Figure 1. Congestion heat map (run 1).
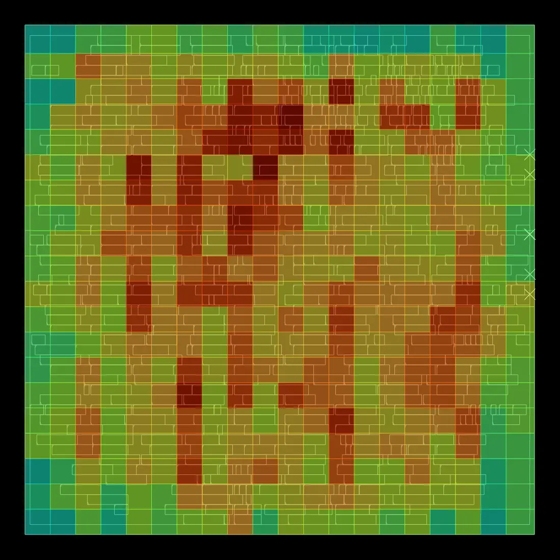
Figure 2. Signal wires by layer (run 1).
Two of the layers only.
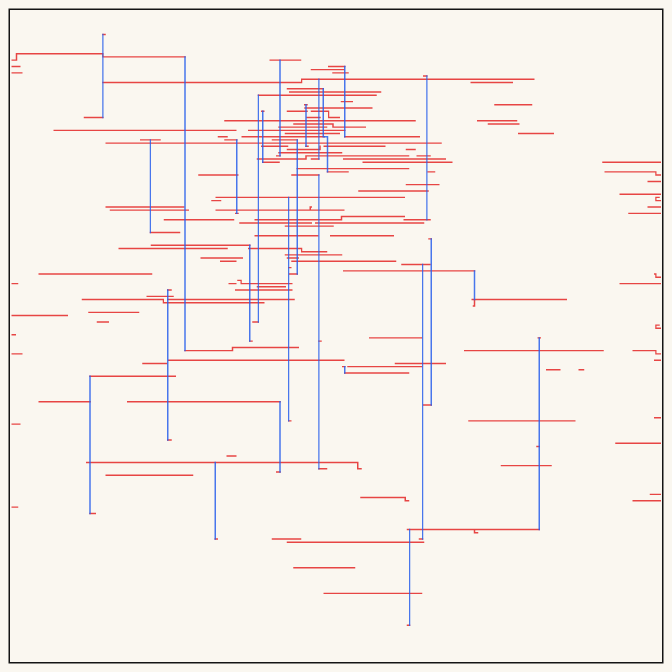
Figure 3. Metal 3 (run 1).
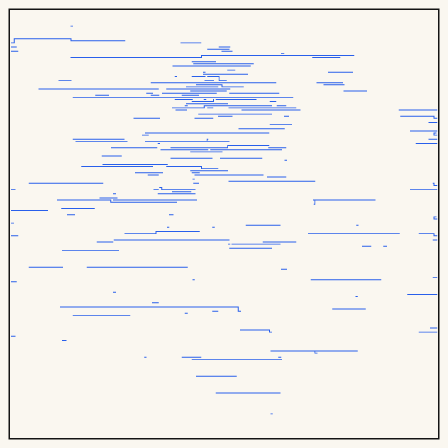
--- src/rtl/cpu_pkg.sv ---
// Shared definitions for the program sequencer: FSM state encoding, the halt opcode
// and the field positions of a 16-bit program word.
package cpu_pkg;

  typedef enum logic [2:0] {
    S_IDLE,
    S_FETCH,
    S_ISSUE,
    S_WAIT,
    S_DONE,
    S_ERROR
  } seq_state_t;

  localparam logic [3:0] HALT_OP = 4'hF;

  localparam int unsigned OPC_MSB   = 15;
  localparam int unsigned OPC_LSB   = 12;
  localparam int unsigned INSTR_MSB = 11;

endpackage

--- src/rtl/instr_sequencer_prog_mem.sv ---
// Program buffer for the sequencer: DEPTH x 16 register array with a synchronous
// write port and an asynchronous read port.
module prog_mem #(
  parameter int unsigned DEPTH = 16,
  parameter int unsigned AW    = 4
) (
  input  logic          i_clk,
  input  logic          i_we,
  input  logic [AW-1:0] i_waddr,
  input  logic [15:0]   i_wdata,
  input  logic [AW-1:0] i_raddr,
  output logic [15:0]   o_rdata
);

  logic [15:0] r_mem [DEPTH];

  always_ff @(posedge i_clk) begin
    if (i_we) begin
      r_mem[i_waddr] <= i_wdata;
    end
  end

  assign o_rdata = r_mem[i_raddr];

endmodule

--- src/rtl/instr_sequencer.sv ---
// Program sequencer: fetches words from prog_mem, issues them to the core and waits
// for exec_done. Define INSTR_SEQUENCER_STEP_EN for single-step operation (step_pulse).
module instr_sequencer #(
  parameter int unsigned DEPTH   = 16,
  parameter int unsigned AW      = 4,
  parameter int unsigned TIMEOUT = 64,
  parameter logic [3:0]  HALT_OP = cpu_pkg::HALT_OP
) (
  input  logic          clk,
  input  logic          rst,
  input  logic          prog_we,
  input  logic [AW-1:0] prog_addr,
  input  logic [15:0]   prog_data,
  input  logic          run_start,
  input  logic          halt_req,
  input  logic          exec_done,
`ifdef INSTR_SEQUENCER_STEP_EN
  input  logic          step_pulse,
`endif
  output logic [3:0]    opcode,
  output logic [11:0]   instr,
  output logic          inst_done,
  output logic [AW-1:0] pc,
  output logic          busy,
  output logic          halted,
  output logic          timeout_err
);

  import cpu_pkg::*;

  localparam int unsigned   CW   = (TIMEOUT > 2) ? $clog2(TIMEOUT) : 1;
  localparam logic [AW-1:0] LAST = AW'(DEPTH - 1);
  localparam logic [CW-1:0] TLIM = CW'(TIMEOUT - 1);

  seq_state_t    r_state, w_next;
  logic [AW-1:0] r_pc, w_pc_next;
  logic [15:0]   r_ir, w_ir_next;
  logic [CW-1:0] r_cnt, w_cnt_next;
  logic [15:0]   w_rd;
  logic          w_mem_we;
  logic          w_step;

  assign w_mem_we = prog_we && (r_state == S_IDLE || r_state == S_DONE || r_state == S_ERROR);

`ifdef INSTR_SEQUENCER_STEP_EN
  assign w_step = step_pulse;
`else
  assign w_step = 1'b1;
`endif

  prog_mem #(
    .DEPTH (DEPTH),
    .AW    (AW)
  ) u_prog_mem (
    .i_clk   (clk),
    .i_we    (w_mem_we),
    .i_waddr (prog_addr),
    .i_wdata (prog_data),
    .i_raddr (r_pc),
    .o_rdata (w_rd)
  );

  always_ff @(posedge clk) begin
    if (rst) begin
      r_state <= S_IDLE;
      r_pc    <= '0;
      r_ir    <= '0;
      r_cnt   <= '0;
    end else begin
      r_state <= w_next;
      r_pc    <= w_pc_next;
      r_ir    <= w_ir_next;
      r_cnt   <= w_cnt_next;
    end
  end

  always_comb begin
    w_next     = r_state;
    w_pc_next  = r_pc;
    w_ir_next  = r_ir;
    w_cnt_next = r_cnt;
    case (r_state)
      S_IDLE, S_DONE, S_ERROR: begin
        if (run_start) begin
          w_next     = S_FETCH;
          w_pc_next  = '0;
          w_cnt_next = '0;
        end
      end
      S_FETCH: begin
        // Timeout budget restarts for every instruction, not just per run.
        w_ir_next  = w_rd;
        w_cnt_next = '0;
        if (w_rd[OPC_MSB:OPC_LSB] == HALT_OP || halt_req) begin
          w_next = S_DONE;
        end else if (w_step) begin
          w_next = S_ISSUE;
        end
      end
      S_ISSUE: begin
        w_next = S_WAIT;
      end
      S_WAIT: begin
        if (exec_done) begin
          if (r_pc == LAST || halt_req) begin
            w_next = S_DONE;
          end else begin
            w_pc_next = r_pc + AW'(1);
            w_next    = S_FETCH;
          end
        end else if (r_cnt == TLIM) begin
          w_next = S_ERROR;
        end else begin
          w_cnt_next = r_cnt + CW'(1);
        end
      end
      default: begin
        w_next = S_IDLE;
      end
    endcase
  end

  assign opcode      = r_ir[OPC_MSB:OPC_LSB];
  assign instr       = r_ir[INSTR_MSB:0];
  assign pc          = r_pc;
  assign inst_done   = (r_state == S_ISSUE);
  assign busy        = (r_state == S_FETCH) || (r_state == S_ISSUE) || (r_state == S_WAIT);
  assign halted      = (r_state == S_DONE);
  assign timeout_err = (r_state == S_ERROR);

endmodule

--- config.mk ---
export PLATFORM = sky130hd
export DESIGN_NAME = instr_sequencer
export DESIGN_NICKNAME = d
export VERILOG_FILES = /design/src/rtl/cpu_pkg.sv /design/src/rtl/instr_sequencer_prog_mem.sv /design/src/rtl/instr_sequencer.sv
export SDC_FILE = /design/constraint.sdc
export NUM_CORES = 1
export LEC_CHECK = 0
export CAP_MARGIN = 0
export CORE_MARGIN = 1
export CORE_UTILIZATION = 60
export DETAILED_ROUTE_END_ITERATION = 6
export PLACE_DENSITY = 0.77
export SYNTH_ARGS = -nofsm -noshare
export SYNTH_HDL_FRONTEND = slang
export SYNTH_SLANG_ARGS = --single-unit
export TNS_END_PERCENT = 20
--- constraint.sdc ---
create_clock -name clk -period 3.8 [get_ports clk]
set_clock_uncertainty 0.15 [all_clocks]
set_input_delay 0.38 -clock clk [delete_from_list [all_inputs] [get_ports clk]]
set_output_delay 0.38 -clock clk [all_outputs]
set_load 0.02 [all_outputs]
==> results.cfg, run 1 <==
; implementation run metrics
[power_and_ir_drop]
swShare_pct = 22.3
seqPwrFrac_pct = 52.0
combPwrFrac_pct = 9.4
p_sw_mw = 1.55
leakage_nw = 4.16
intPower_mw = 5.40

[synth]
top_area_share_pct = 68.4
ys_chip_area_um2 = 11200
ys_types = 40
mux_share_pct = 16.3
largest_area_cell = edfxtp_1
yosys.area_share.simple_pct = 4.65
fa_ha_area_share_pct = 0.223
syn_avg_cell_area_um2 = 20.2
postSynth.asyncResetShare_pct = 0
area_leaders = edfxtp_1, mux4_2, mux4_1
edf_count = 256
xor_share_pct = 0.546
yosys_warnings = 0
syn-cell-area_um2 = 11200
synth-cells-yosys = 557
synthCells = 557
numSynthFlops = 289
topCombFamilyByArea = multiplexers

[worst_setup_path]
required_ps = 4070
critPathMaxStageDelay_ps = 760
end_kind = flop
critPathLaunchType = flop
worst_path_max_delay_cell = dfxtp_4
crit_arrival_ps = 2980
critPathBufInv = 1
worst-setup-path-type = flop to flop
path_max_fanout = 31

[global_route]
antenna_found_initial = 0
grt_max_degree = 65
grt_pass1_wl_um = 36100
gr-total-overflow = 0
grt_pass1_vias = 6014

[die]
dieWidth_um = 139
rows = 49
fp.dieH_um = 139

[detailed_routing]
drt_iter0_markers = 549
ant_nets = 0
via_per_inst = 6.49
drc_errors = 11

[layout]
postLayoutCellArea_um2 = 13000
drive_gt1_share_pct = 20.0
area_delta_synth_final_pct = 15.3
diodes = 0
final_cells = 890
fillers = 1066
nNetsFinal = 667

[clock_tree]
clock_path_buffers = 3
clk_pin_slew_worst_paths_ps = 60
cts_resized = 0
cts.sinks = 289
insertion_delay_ps = 540
cts_buffers = 28
h-tree-depth = 1
cts_hold_buffers = 0
cts_tree = built
postCtsSetupBuffers = 0
root_buffer = clkbuf_16

[place]
place_ws_ps = 1170
dpl_cell_area_um2 = 12100
gp_congestion = 0.823
io_buffers = 49
post-place-cells = 838
hpwlAfterDp_um = 13800

[timing]
drv_slew = 0
rsz0062_at_grt = false
final_hold_viol_count = 0
worst_slack_ps = 1100
slew_headroom_pct = 33.5
tightestPinTransition_ps = 997
finalCriticalPeriod_ps = 2700
setup_viol = 0
period_used_pct = 71.1

[outcome]
outcome = complete, but fails checks
violations = design-rule violations

[flow_run]
warnings = 26
cap_viol_max_count = 0

[min_path]
min_path_type = flop to flop
Back to the opening pictures, Figure 1:
routed length per instance: 26.7 um
GR Layer Usage met1: 33.8%
post-layout util: 71.4%
Global Route Usage Sum: 25.8%

Back to the opening pictures, Figure 2:
red -> met3  # wire length 1820 um
blue -> met4  # wire length 699 um
Post-Route WL: 23700 um
via count: 5773

Back to the opening pictures, Figure 3:
wire length on this layer = 1820 um
longest straight run = 71.3 um

[run 1: path summary, 6_finish.rpt]
| kind | start | endpoint | slack (ps) | cells after the start |
|---|---|---|---|---|
| worst max-delay path | flop | r_state[2] | 1100 | 6 |
| worst min-delay path | r_ir[0] | r_ir[0] | 310 | 2 |
| worst max register to register | flop | r_state[2] | 1100 | 6 |
| worst min register to register | r_ir[0] | r_ir[0] | 310 | 2 |
[run 1: state kept, by name, indices dropped and copies added (netlist names), named ones only]
signal and flops:
r_state 3, u_prog_mem.r_mem 256, r_cnt 6, pc 4, r_ir 16
[run 1: worst register-to-register path: stages (launching register included)]
cell	delay, ps
dfxtp_4	760
buf_4	380
mux4_1	600
a22oi_1	220
nand3_1	160
nand4_1	200
o21ai_1	100
[run 1: area by class of cell]
class                      instances  area [um^2]  share of cell area (%)
clock buffer                      38          769                    5.94
inverter                           2         7.51                  0.0579
sequential                       289         8350                    64.5
clock inverter                    14          119                   0.917
tap                              229          287                    2.21
timing repair buffer              78          721                    5.56
multi-input combinational        240         2700                    20.9
[run 1: kinds of logic after synthesis]
group           count (synthesis)
xor+xnor                        7
simple gates                  114
compound gates                 40
mux                            77
buf+inv                        28
flops                         289
fa+ha+maj                       2
[run 1: Yosys cell counts (all sizes together) (5+ instances only)]
| cell | instances |
|---|---|
| mux4 | 76 |
| nand3 | 10 |
| a21oi | 21 |
| o21ai | 5 |
| edfxtp | 256 |
| xor2 | 7 |
| buf | 22 |
| nor3 | 6 |
| nand2b | 6 |
| dfxtp | 33 |
| nor2 | 32 |
| nand2 | 40 |
[run 1: per-layer routing]
metal	global-route usage, %	part of all wire (%)	up-vias
li1	-	-	2454
met1	33.8	38	2992
met2	43.7	51	266
met3	4.77	7.7	61
met4	9.88	2.9	0
met5	0	0	-
[run 1: cells in the final DEF, fill, tap and decap left out, types with 3 or more instances in the layout]
| cell type | count |
|---|---|
| a22oi_1 | 4 |
| nor2_1 | 30 |
| nand3_1 | 10 |
| o21ai_0 | 4 |
| buf_4 | 28 |
| clkdlybuf4s50_1 | 49 |
| dfxtp_1 | 31 |
| xor2_1 | 7 |
| clkinv_1 | 3 |
| nor2b_1 | 4 |
| clkbuf_16 | 29 |
| nor3_2 | 4 |
| a21oi_1 | 21 |
| clkinv_2 | 8 |
| clkbuf_1 | 3 |
| a31oi_1 | 3 |
| nand2_1 | 40 |
| mux4_2 | 47 |
| clkbuf_2 | 5 |
| and3_1 | 3 |
| nand4_1 | 4 |
| nand2b_1 | 6 |
| mux4_1 | 29 |
| edfxtp_1 | 256 |
[run 1: power groups by stage]
stage               sequential [mW]  clock [mW]  combinational, mW
finish                         3.62        2.68              0.655
global route                   3.63        2.82              0.699
CTS                            3.62        2.71              0.657
detailed placement             3.69           0              0.651
global placement               3.68           0              0.633
floorplan                      3.67           0              0.427
[run 1: metrics by stage]
| stage | total power, mW | hold slack (ps) |
|---|---|---|
| after floorplan | 4.09 | 294 |
| after global placement | 4.31 | 292 |
| after detailed placement | 4.34 | 299 |
| after CTS | 6.99 | 310 |
| after global routing | 7.15 | 335 |
| final | 6.95 | 309 |
==> inputs of run 2 (changes only) <==
CORE_UTILIZATION = 54   (was 60)
PLACE_DENSITY = 0.73   (was 0.77)
clock period = 2.4 ns   (was 3.8 ns; I/O delays follow)
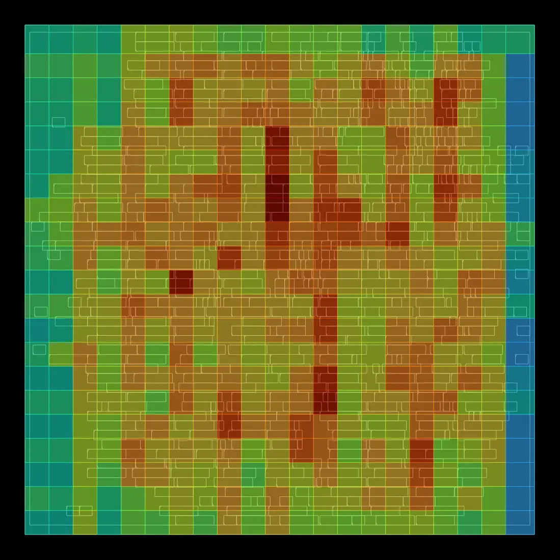
Figure 4: run 2, congestion heat map.
Top Usage Layer GRT: met2
grt met2 use: 36.3%
met3 Track Usage GR: 2.91%
GR Layer Usage met1: 32.2%
Global Route Usage Sum: 22.3%

==> run 2 against run 1 <==
The flow now finishes without violations; non-clock buffer count increased by 18; highest routed layer unchanged; largest power group unchanged; combinational power increased by 73%; sequential power increased by 57%; final area increased by 2.9%.
==> results.cfg, run 2 <==
; implementation run metrics
[clock_tree]
insertion_delay_ps = 540
h-tree-depth = 1
root_buffer = clkbuf_16
cts_tree = built
cts_hold_buffers = 0
clk_pin_slew_worst_paths_ps = 60
clock_path_buffers = 3

[flow_run]
warnings = 27
cap_viol_max_count = 0

[outcome]
outcome = finished clean

[die]
rows = 52

[synth]
synth-cells-yosys = 557
edf_count = 256
most_common_cell = edfxtp_1
numSynthFlops = 289
yosys_warnings = 0
synthTopCellsByCount = edfxtp_1, mux4_2, nand2_1, dfxtp_1, nor2_1
area_leaders = edfxtp_1, mux4_2, mux4_1
syn-cell-area_um2 = 11200
largest_area_cell = edfxtp_1
ys_types = 40
syn_avg_cell_area_um2 = 20.2
top_area_share_pct = 68.4

[detailed_routing]
wirelength_um = 23000
via_per_inst = 6.04
drc_errors = 0
vias = 5732
ant_nets = 0
wl_per_cell_um = 24.2

[layout]
largest_reg_flops = 256
mostFrequentLayoutCells = edfxtp_1, clkdlybuf4s50_1, mux4_2
regMostFlops = u_prog_mem.r_mem
fillers = 1315
area_delta_synth_final_pct = 18.7
nNetsFinal = 685
final_common_cell = edfxtp_1
drive_gt1_share_pct = 22.1
fin_util_pct = 65.7

[timing]
rsz0062_at_grt = false
finalCriticalPeriod_ps = 2250
setup_viol = 0
final_hold_viol_count = 0
tightestPinTransition_ps = 635
drv_slew = 0
period_used_pct = 93.9

[worst_setup_path]
rrSetupSlack_ps = 150
ff2ff_path_depth = 6
end_kind = flop
path_max_fanout = 16
crit_arrival_ps = 2320
required_ps = 2470
r2r-start = r_state[0]
worst-setup-path-type = flop to flop

[global_route]
grt_max_degree = 65
gr-total-overflow = 0
grt_pass1_vias = 5863

[min_path]
min_path_type = flop to flop
hold_start = r_ir[0]
hold_end = r_ir[0]

[power_and_ir_drop]
leakage_nw = 4.30
power.total_mw = 11.5
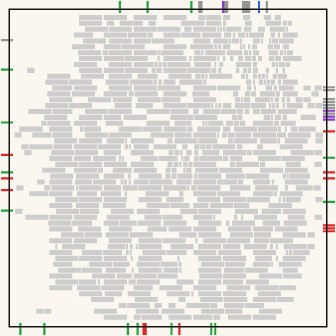
Figure 5: run 2, ports around the boundary.
Pins as bars across the die edge, other pins in grey.
green -> prog_data  # pins 16, direction input, edge 7 bottom, 4 left, 3 top, 2 right
purple -> prog_addr  # pins 4, direction input, edge 3 right, 1 top
red -> instr  # pins 12, direction output, edge 6 right, 3 left, 3 bottom
blue -> run_start  # pins 1, direction input, edge top
all pins by edge = 18 right, 14 top, 10 bottom, 8 left
# port buffers: 49
Die Y: 146 um
die x size: 146 um

run 2: cell types whose count changed in the layout (fill, tap and decap cells not counted), sizes merged:
| cell | previous run | this run |
|---|---|---|
| clkbuf | 38 | 32 |
| buf | 29 | 47 |
| bufinv | 2 | 6 |
| clkinv | 11 | 10 |
| inv | 2 | 4 |
| clkinvlp | 1 | 2 |
run 2: how the worst max path moves through the flow:
stage,start,to,slack [ps],cells after the start
2_1_floorplan,r_state[0],u_prog_mem.r_mem[1][0],-370,6
3_3_place_gp,flop,r_ir[0],200,5
3_5_place_dp,r_state[0],u_prog_mem.r_mem[12][7],100,6
4_1_cts,r_state[0],u_prog_mem.r_mem[12][8],100,6
5_1_grt,r_state[0],u_prog_mem.r_mem[12][8],30,6
6_report,r_state[0],u_prog_mem.r_mem[12][8],150,6
run 2: logic make-up after synthesis:
logic type	synth area share (%)
buffers and inverters	1.86
flip-flops	74.3
AND-OR/OR-AND	2.13
multiplexers	16.3
adder cells (fa/ha/maj)	0.223
AND/OR/NAND/NOR	4.65
XOR/XNOR	0.546
run 2: area by class of cell:
class / instances / area [um^2] / area share [%]
Sequential cell: 289 / 8350 / 62.6
Multi-Input combinational cell: 240 / 2710 / 20.3
Timing Repair Buffer: 96 / 935 / 7.01
Clock buffer: 32 / 716 / 5.37
Tap cell: 270 / 338 / 2.53
Clock inverter: 20 / 278 / 2.08
Inverter: 2 / 7.51 / 0.0563
run 2: report_power, final:
group | leakage (nW) | switching, mW | internal [mW]
clock | 0.479 | 1.84 | 2.81
sequential | 2.58 | 0.0912 | 5.60
combinational | 1.25 | 0.584 | 0.548
run 2: layer usage:
layer | routed length [um] | vias to the layer above
met3 | 1540 | 35
met4 | 450 | 0
met2 | 11400 | 240
met5 | 0 | -
met1 | 9630 | 2959
li1 | - | 2498
run 2: timing repair:
item | in CTS | in global routing
setup buffers | 0 | 0
setup endpoints to repair | 0 | 16
gates resized | 0 | 1
run 2: critical path, cell delays in order (launching register included):
cell     delay [ps]
dfxtp_1         390
nor2b_1         180
nor2_1          220
nand2_1          90
or3_1           440
nor2_1          200
buf_6           270
run 2: through the flow:
stage	std cells	setup TNS, ps	hold slack, ps	setup WS [ps]	area (um^2)
2_1_floorplan	557	-20890	189	-368	11300
3_3_place_gp	897	0	298	199	12300
3_5_place_dp	897	0	303	98.4	12300
4_1_cts	949	0	312	98.7	13300
5_1_grt	949	0	344	34.8	13300
6_report	949	0	311	146	13300
No activity file was given, so power comes from the tool's default toggle rates.
